==> config.mk <==
export PLATFORM = sky130hd
export DESIGN_NAME = mem_arbiter
export DESIGN_NICKNAME = d
export VERILOG_FILES = /design/src/rtl/mem_arbiter.sv
export SDC_FILE = /design/constraint.sdc
export NUM_CORES = 1
export LEC_CHECK = 0
export CORE_AREA = 8 8 92 94
export CTS_BUF_LIST = sky130_fd_sc_hd__clkbuf_4
export DETAILED_ROUTE_END_ITERATION = 7
export DIE_AREA = 0 0 100 102
export PLACE_DENSITY = 0.75
export SKIP_LAST_GASP = 1
export SLEW_MARGIN = 20
export SYNTH_ARGS = -nofsm -noshare
export SYNTH_HDL_FRONTEND = slang
export SYNTH_SLANG_ARGS = --single-unit
==> constraint.sdc <==
create_clock -name clk -period 3.1 [get_ports clk]
set_clock_uncertainty 0.1 [all_clocks]
set_input_delay 0.62 -clock clk [delete_from_list [all_inputs] [get_ports clk]]
set_output_delay 0.62 -clock clk [all_outputs]
set_load 0.02 [all_outputs]
Figure 1. Placed cells, one colour a class (run 1).
The bar under the picture is 20 um long.
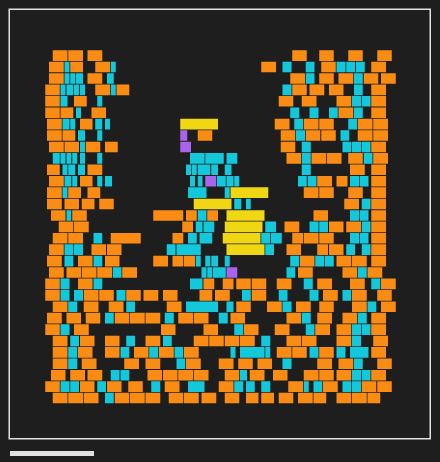
| class | colour | cells | share of their area |
|---|---|---|---|
| flops | yellow | 7 | 4.5% |
| other buffers and delay cells | orange | 262 | 66% |
| clock drivers and dummy loads | purple | 4 | 0.70% |
| combinational and other logic | cyan | 187 | 29% |
post-layout utilization of the core: 57.3%
placeable core region: 7060 um^2

Figure 2. Logic cells by family (run 1).
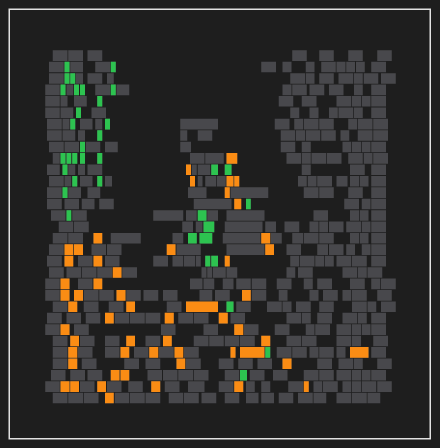
| family | colour | cells |
|---|---|---|
| NOR gates | orange | 54 |
| NAND gates | green | 36 |
final non-filler cell total: 559
Top cell excl fill/tap: sky130_fd_sc_hd__clkdlybuf4s50_1
Comb area share: 27.3%

Figure 3. Signal wires by layer (run 1).
The bar under the picture is 20 um long. Two of the layers only.
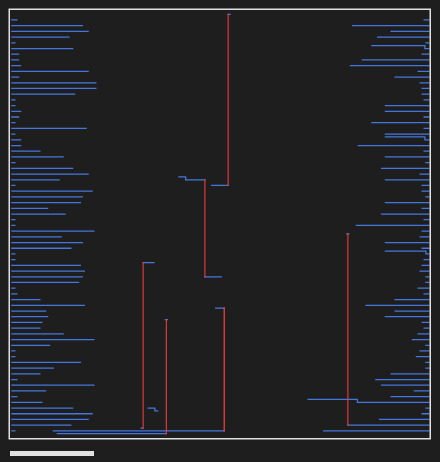
| layer | colour | wire length |
|---|---|---|
| metal 3 | blue | 1260 um |
| metal 4 | red | 205 um |
mean routed wirelength per cell: 16.7 um
drt total wl: 9330 um

==> impl_results.rst, run 1 <==
Implementation results
======================

.. list-table::
   :header-rows: 1

   * - Metric
     - Value
   * - Overall fraction of global-route tracks in use
     - 17.3%
   * - Number of nets with antenna violations after routing
     - 0
   * - Minimum period implied by the final worst setup slack
     - 3.03 ns
   * - Starting DRC count in detailed routing
     - 45
   * - Sum of negative setup slack
     - 0 ns
   * - Fraction of final layout cells sized beyond drive strength 1
     - approximately 5%
   * - Hold buffer count at cts
     - 0
   * - Syn Std Cell Area
     - approximately 1300 um^2
   * - Share of the clock period used by the worst path after layout
     - 97.8%
   * - CTS tree
     - yes
   * - Flip-flop and latch count after synthesis
     - 7
   * - Chip area in the Yosys report
     - 1340 um^2
   * - Reported leakage power
     - 0.00163 uW
   * - Commonest register cell after synthesis
     - sky130_fd_sc_hd__dfrtp_1
   * - Final weighted congestion in routability-driven placement
     - slightly above 0.8
   * - Largest net degree at the start of global routing
     - 33
   * - Fin. max-slew vios
     - 0
   * - Clk sink count
     - 7
   * - Port buffer count
     - 249
   * - Die Span Y
     - slightly above 100 um
   * - Post-Syn Instances
     - 206
   * - Asr flop ratio synth
     - 100%
   * - Status
     - finished, final reports clean
   * - Synth Area in Simple Gates
     - 70.4%
   * - Power per Cell Area
     - between 150 and 200 nW/um^2
   * - Average instance area after synthesis
     - ~6.5 um^2
   * - Critical path data arrival time
     - roughly 2.3 ns
   * - Cell types with the highest counts after synthesis
     - 68 x sky130_fd_sc_hd__and2_1, 35 x sky130_fd_sc_hd__nor2b_1, 27 x sky130_fd_sc_hd__nand2_1
   * - Number of antenna violations at the first check in global routing
     - 0
   * - Residual DRC
     - 0
   * - Dominant cells by area after synthesis
     - sky130_fd_sc_hd__and2_1 32%, sky130_fd_sc_hd__nor2b_1 16%, sky130_fd_sc_hd__dfrtp_1 13%
   * - CP Cell Sequence
     - clkdlybuf4s50_1, or4_4, nor4_4, a22o_1, dlygate4sd2_1
   * - Residual overflow from global routing
     - 0
   * - I/O pin total
     - 254
   * - Maxcap violations
     - 0
==> run 1: cell usage in the layout, fill, tap and decap left out, drive strengths merged <==
cell / n
dlygate4sd2: 17
mux2i: 1
nand4b: 1
dfrtp: 7
o21ai: 12
nand2: 27
and2b: 2
a22o: 1
o32ai: 1
a31oi: 1
nand3: 5
nor3: 3
nor4: 8
nor2: 7
inv: 5
ha: 2
nor2b: 35
clkinv: 1
and2: 68
a21oi: 2
nand3b: 1
xnor2: 1
nand2b: 2
or4: 1
clkdlybuf4s50: 232
clkbuf: 3
buf: 13
nor3b: 1
==> run 1: final cells by class <==
type                            instances  share of cell area [%]
Clock buffer                            3                   0.557
Multi-Input combinational cell        182                    27.3
Tap cell                               99                    3.06
Clock inverter                          1                   0.124
Sequential cell                         7                    4.33
Inverter                                5                   0.464
Timing Repair Buffer                  262                    64.1
==> run 1: where the power goes <==
group	internal, uW	total, uW	switching, uW
sequential	96.5	102	5.23
combinational	273	446	173
clock	47.3	85.5	38.1
==> run 1: per-layer routing <==
| layer | routed length (um) | GRT usage, % |
|---|---|---|
| met2 | 4520 | 31.6 |
| met5 | 0 | 0 |
| met3 | 1260 | 8.92 |
| met4 | 205 | 5.58 |
| met1 | 3340 | 16.4 |
==> run 1: repair_timing <==
| action | 4_1_cts | 5_1_grt |
|---|---|---|
| setup buffers | 0 | 0 |
| resized | 17 | 2 |
| pin swaps | 0 | 0 |
| endpoints found under the setup margin | 17 | 4 |
==> run 1: through the flow <==
| stage | setup slack, ns | hold slack [ns] |
|---|---|---|
| global placement | -0.210 | 0.484 |
| floorplan | 0.743 | 0.455 |
| finish | 0.0693 | 0.523 |
| CTS | 0.0600 | 0.530 |
| global route | 0.0112 | 0.559 |
| detailed placement | -0.215 | 0.516 |
Figure 4. Sequential cells grouped by signal name (run 1).
The bar under the picture is 20 um long. Other sequential cells in the stronger grey, the rest of the logic in the fainter grey.
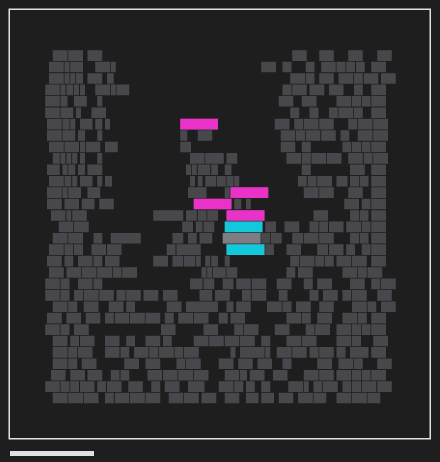

==> run 1 -> run 2 <==
--- a/config.mk
+++ b/config.mk
@@ -10,6 +10,7 @@
 export DETAILED_ROUTE_END_ITERATION = 7
 export DIE_AREA = 0 0 100 102
 export PLACE_DENSITY = 0.75
+export REMOVE_ABC_BUFFERS = 1
 export SKIP_LAST_GASP = 1
 export SLEW_MARGIN = 20
 export SYNTH_ARGS = -nofsm -noshare
Figure 5. Sequential cells grouped by signal name (run 2).
The bar under the picture is 20 um long. Other sequential cells in the stronger grey, the rest of the logic in the fainter grey.
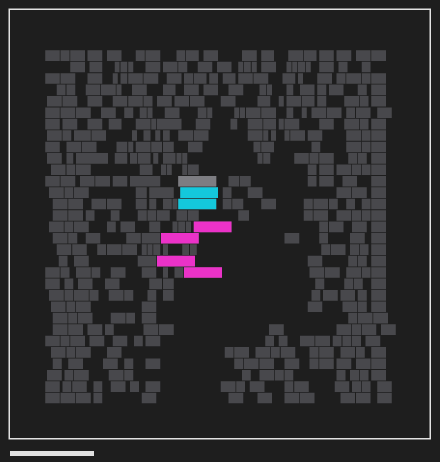
| signal | colour | sequential cells |
|---|---|---|
| i_wait | magenta | 4 |
| rd_owner | cyan | 2 |
not coloured: 1
register fraction of the total cell area: 4.39%
Seq power: 102 uW

Figure 6. Placed cells, one colour a class (run 2).
The bar under the picture is 20 um long.
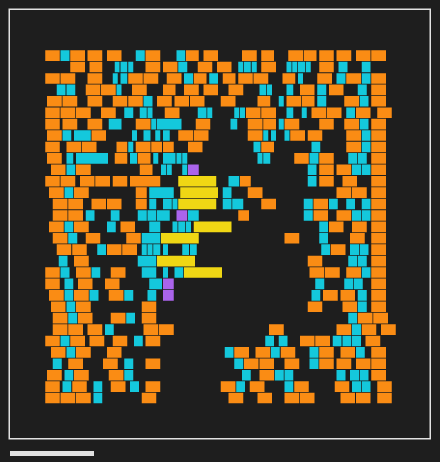
| class | colour | cells | share of their area |
|---|---|---|---|
| flops | yellow | 7 | 4.5% |
| other buffers and delay cells | orange | 257 | 66% |
| clock drivers and dummy loads | purple | 4 | 0.78% |
| combinational and other logic | cyan | 187 | 29% |
row cnt: 31
post-layout utilization of the core: 56.6%

==> impl_results.rst, run 2 <==
Implementation results
======================

.. list-table::
   :header-rows: 1

   * - Metric
     - Value
   * - Status
     - finished, final reports clean (unchanged)
   * - GR Layer Usage met2
     - 30.1% (was 31.6%)
   * - Residual overflow from global routing
     - 0 (unchanged)
   * - Design internal power
     - 421 uW (was 416 uW)
   * - Critical path data arrival time
     - 2.32 ns (was 2.31 ns)
   * - Layout area overhead
     - 198% (was 202%)
   * - Area fraction in full adders, half adders and majority gates
     - 1.87% (unchanged)
   * - CTS tree
     - yes (unchanged)
   * - Number of standard cells reported by yosys
     - 206 (unchanged)
   * - Library cell contributing the largest single delay on the critical path
     - sky130_fd_sc_hd__or4_4 (unchanged)
   * - Switching part of the total power
     - 33.1% (was 34.2%)
   * - Reported leakage power
     - 0.00159 uW (was 0.00163 uW)
   * - Largest net degree at the start of global routing
     - 34 (was 33)
   * - Syn Std Cell Area
     - 1340 um^2 (unchanged)
   * - Clock Tree Buf Depth
     - 2 (unchanged)
   * - Count of yosys warnings during synthesis
     - 0 (unchanged)
   * - Flip-flop and latch count after synthesis
     - 7 (unchanged)
   * - Fraction of final layout cells sized beyond drive strength 1
     - 3.74% (was 5.00%)
   * - Die Span Y
     - 102 um (unchanged)
   * - Gr busiest metal
     - met2 (unchanged)
   * - Complex Gates by Area
     - 7.84% (unchanged)
   * - Gate power share
     - 69.2% (was 70.4%)
   * - Fin. max-slew vios
     - 0 (unchanged)
   * - Post-layout worst setup margin
     - 0.0557 ns (was 0.0693 ns)
   * - Residual DRC
     - 0 (unchanged)
   * - Hold buffer count at cts
     - 0 (unchanged)
   * - Fraction of synthesized area in multiplexers
     - 0.746% (unchanged)
   * - OpenROAD warning count
     - 30 (was 31)
   * - I/O pin total
     - 254 (unchanged)
   * - Bufs and invs on worst path
     - 2 (unchanged)
   * - RSZ-0062 raised after global routing
     - false (unchanged)
   * - Met3 Usage GRT
     - 8.72% (was 8.92%)
   * - Final weighted congestion in routability-driven placement
     - 0.787 (was 0.819)
   * - Dominant cells by area after synthesis
     - sky130_fd_sc_hd__and2_1 32%, sky130_fd_sc_hd__nor2b_1 16%, sky130_fd_sc_hd__dfrtp_1 13% (unchanged)
   * - Starting utilization of the core area
     - 19.0% (unchanged)
   * - Drt total wl
     - 8770 um (was 9330 um)
   * - Average instance area after synthesis
     - 6.51 um^2 (unchanged)
   * - Sum of negative setup slack
     - 0 ns (unchanged)
   * - Switching power summed over all nets
     - 209 uW (was 217 uW)
   * - Vias/cell
     - 4.10 (was 4.14)
   * - Share of the clock period used by the worst path after layout
     - 98.2% (was 97.8%)
   * - Worst-Skew Late Latency
     - 0.25 ns (was 0.26 ns)
   * - Number of nets in the layout
     - 595 (was 600)
   * - Minimum period implied by the final worst setup slack
     - 3.04 ns (was 3.03 ns)
   * - Register-to-register setup slack
     - 1.52 ns (was 1.45 ns)
   * - Number of enable-type register cells in the synthesized netlist
     - 0 (unchanged)
   * - Gates resized, CTS repair
     - 17 (unchanged)
   * - Clk network pwr share
     - 14.6% (was 13.5%)
   * - Most frequent logic cells in the routed design
     - 232 x sky130_fd_sc_hd__clkdlybuf4s50_1, 68 x sky130_fd_sc_hd__and2_1, 35 x sky130_fd_sc_hd__nor2b_1 (unchanged)
   * - Post-Syn Instances
     - 206 (unchanged)
   * - Starting DRC count in detailed routing
     - 16 (was 45)
   * - Number of nets with antenna violations after routing
     - 0 (unchanged)
   * - Clock Tree Root
     - sky130_fd_sc_hd__clkbuf_4 (unchanged)
   * - CP Cell Sequence
     - clkdlybuf4s50_1, or4_4, nor4_4, a22o_1, dlygate4sd2_1 (unchanged)
   * - Worst-case hold slack
     - 0.527 ns (was 0.523 ns)
   * - Met1 global-route usage
     - 13.7% (was 16.4%)
   * - Vias in the first global route
     - 2364 (was 2393)
   * - Minimum setup slack after placement
     - -0.240 ns (was -0.215 ns)
   * - Commonest register cell after synthesis
     - sky130_fd_sc_hd__dfrtp_1 (unchanged)
   * - Worst Setup Path Type
     - in2out (unchanged)
   * - Finished layout cell area
     - 3990 um^2 (was 4050 um^2)
   * - Post-synthesis share of cell area spent on xor and xnor gates
     - 0.653% (unchanged)
   * - Number of filler instances in the final layout
     - 702 (was 655)
   * - Combined flip-flop and latch cell area
     - 175 um^2 (unchanged)
   * - Largest stage delay on the critical path
     - 0.54 ns (was 0.55 ns)
   * - Top cell excl fill/tap
     - sky130_fd_sc_hd__clkdlybuf4s50_1 (unchanged)
   * - Placeable core region
     - 7060 um^2 (unchanged)
   * - DP Wirelength
     - 8010 um (was 8610 um)
   * - Hold Fails Final Rpt
     - 0 (unchanged)
   * - Power per Cell Area
     - 158 nW/um^2 (was 156 nW/um^2)
   * - Largest vdd supply drop
     - 74.2 uV (was 77.0 uV)
   * - Maxcap violations
     - 0 (unchanged)
   * - H-tree Lvls
     - 1 (unchanged)
   * - Chip area in the Yosys report
     - 1340 um^2 (unchanged)
   * - Asr flop ratio synth
     - 100% (unchanged)
   * - Cell types with the highest counts after synthesis
     - 68 x sky130_fd_sc_hd__and2_1, 35 x sky130_fd_sc_hd__nor2b_1, 27 x sky130_fd_sc_hd__nand2_1 (unchanged)
   * - Post-CTS repair timing setup buffer count
     - 0 (unchanged)
   * - Overall fraction of global-route tracks in use
     - 15.6% (was 17.3%)
   * - Port buffer count
     - 249 (unchanged)
   * - Mean routed wirelength per cell
     - 15.8 um (was 16.7 um)
   * - Relative contribution of sequential cells to total power
     - 16.2% (was 16.1%)
   * - Number of antenna violations at the first check in global routing
     - 0 (unchanged)
   * - Clk sink count
     - 7 (unchanged)
   * - Synth Area in Simple Gates
     - 70.4% (unchanged)
   * - Number of flip-flops under the largest register name
     - 4 (unchanged)
-- run 2: metrics by stage --
| stage | power, uW | cells |
|---|---|---|
| finish | 630 | 554 |
| global route | 670 | 554 |
| CTS | 637 | 554 |
| detailed placement | 551 | 550 |
| global placement | 545 | 550 |
| floorplan | 242 | 194 |
-- run 2: cell type report --
cell class / count / area share, %
sequential: 7 / 4.39
tap: 99 / 3.10
clock buffer: 4 / 0.752
inverter: 5 / 0.470
timing repair buffer: 257 / 63.8
multi-input combinational: 182 / 27.5
-- run 2: logic make-up after synthesis --
family                     Yosys count
AOI/OAI and AO/OA                   17
and+or+nand+nor                    161
DFF                                  7
buffers and inverters               17
adders and majority gates            2
muxes                                1
xor gates and xnor gates             1
-- run 2: tightest hold or removal path: cells and delay by family (launching register included) --
family / cells / cell delay (ns)
mux: 1 / 0.10
flops: 1 / 0.41
simple gates: 1 / 0.08
-- run 2: power by group through the flow --
stage	Sequential (uW)	Clock, uW	Combinational [uW]
2_1_floorplan	102	0	140
3_3_place_gp	103	0	442
3_5_place_dp	104	0	447
4_1_cts	102	93.7	441
5_1_grt	103	101	466
6_report	102	91.9	436
-- run 2: per-layer routing --
metal / vias to the layer above / part of all wire (%)
met5: - / 0
met4: 0 / 0.54
met3: 2 / 14
met2: 150 / 53
met1: 957 / 33
li1: 1163 / -
Power figures rest on the tool's default switching activity, not on a simulated workload.
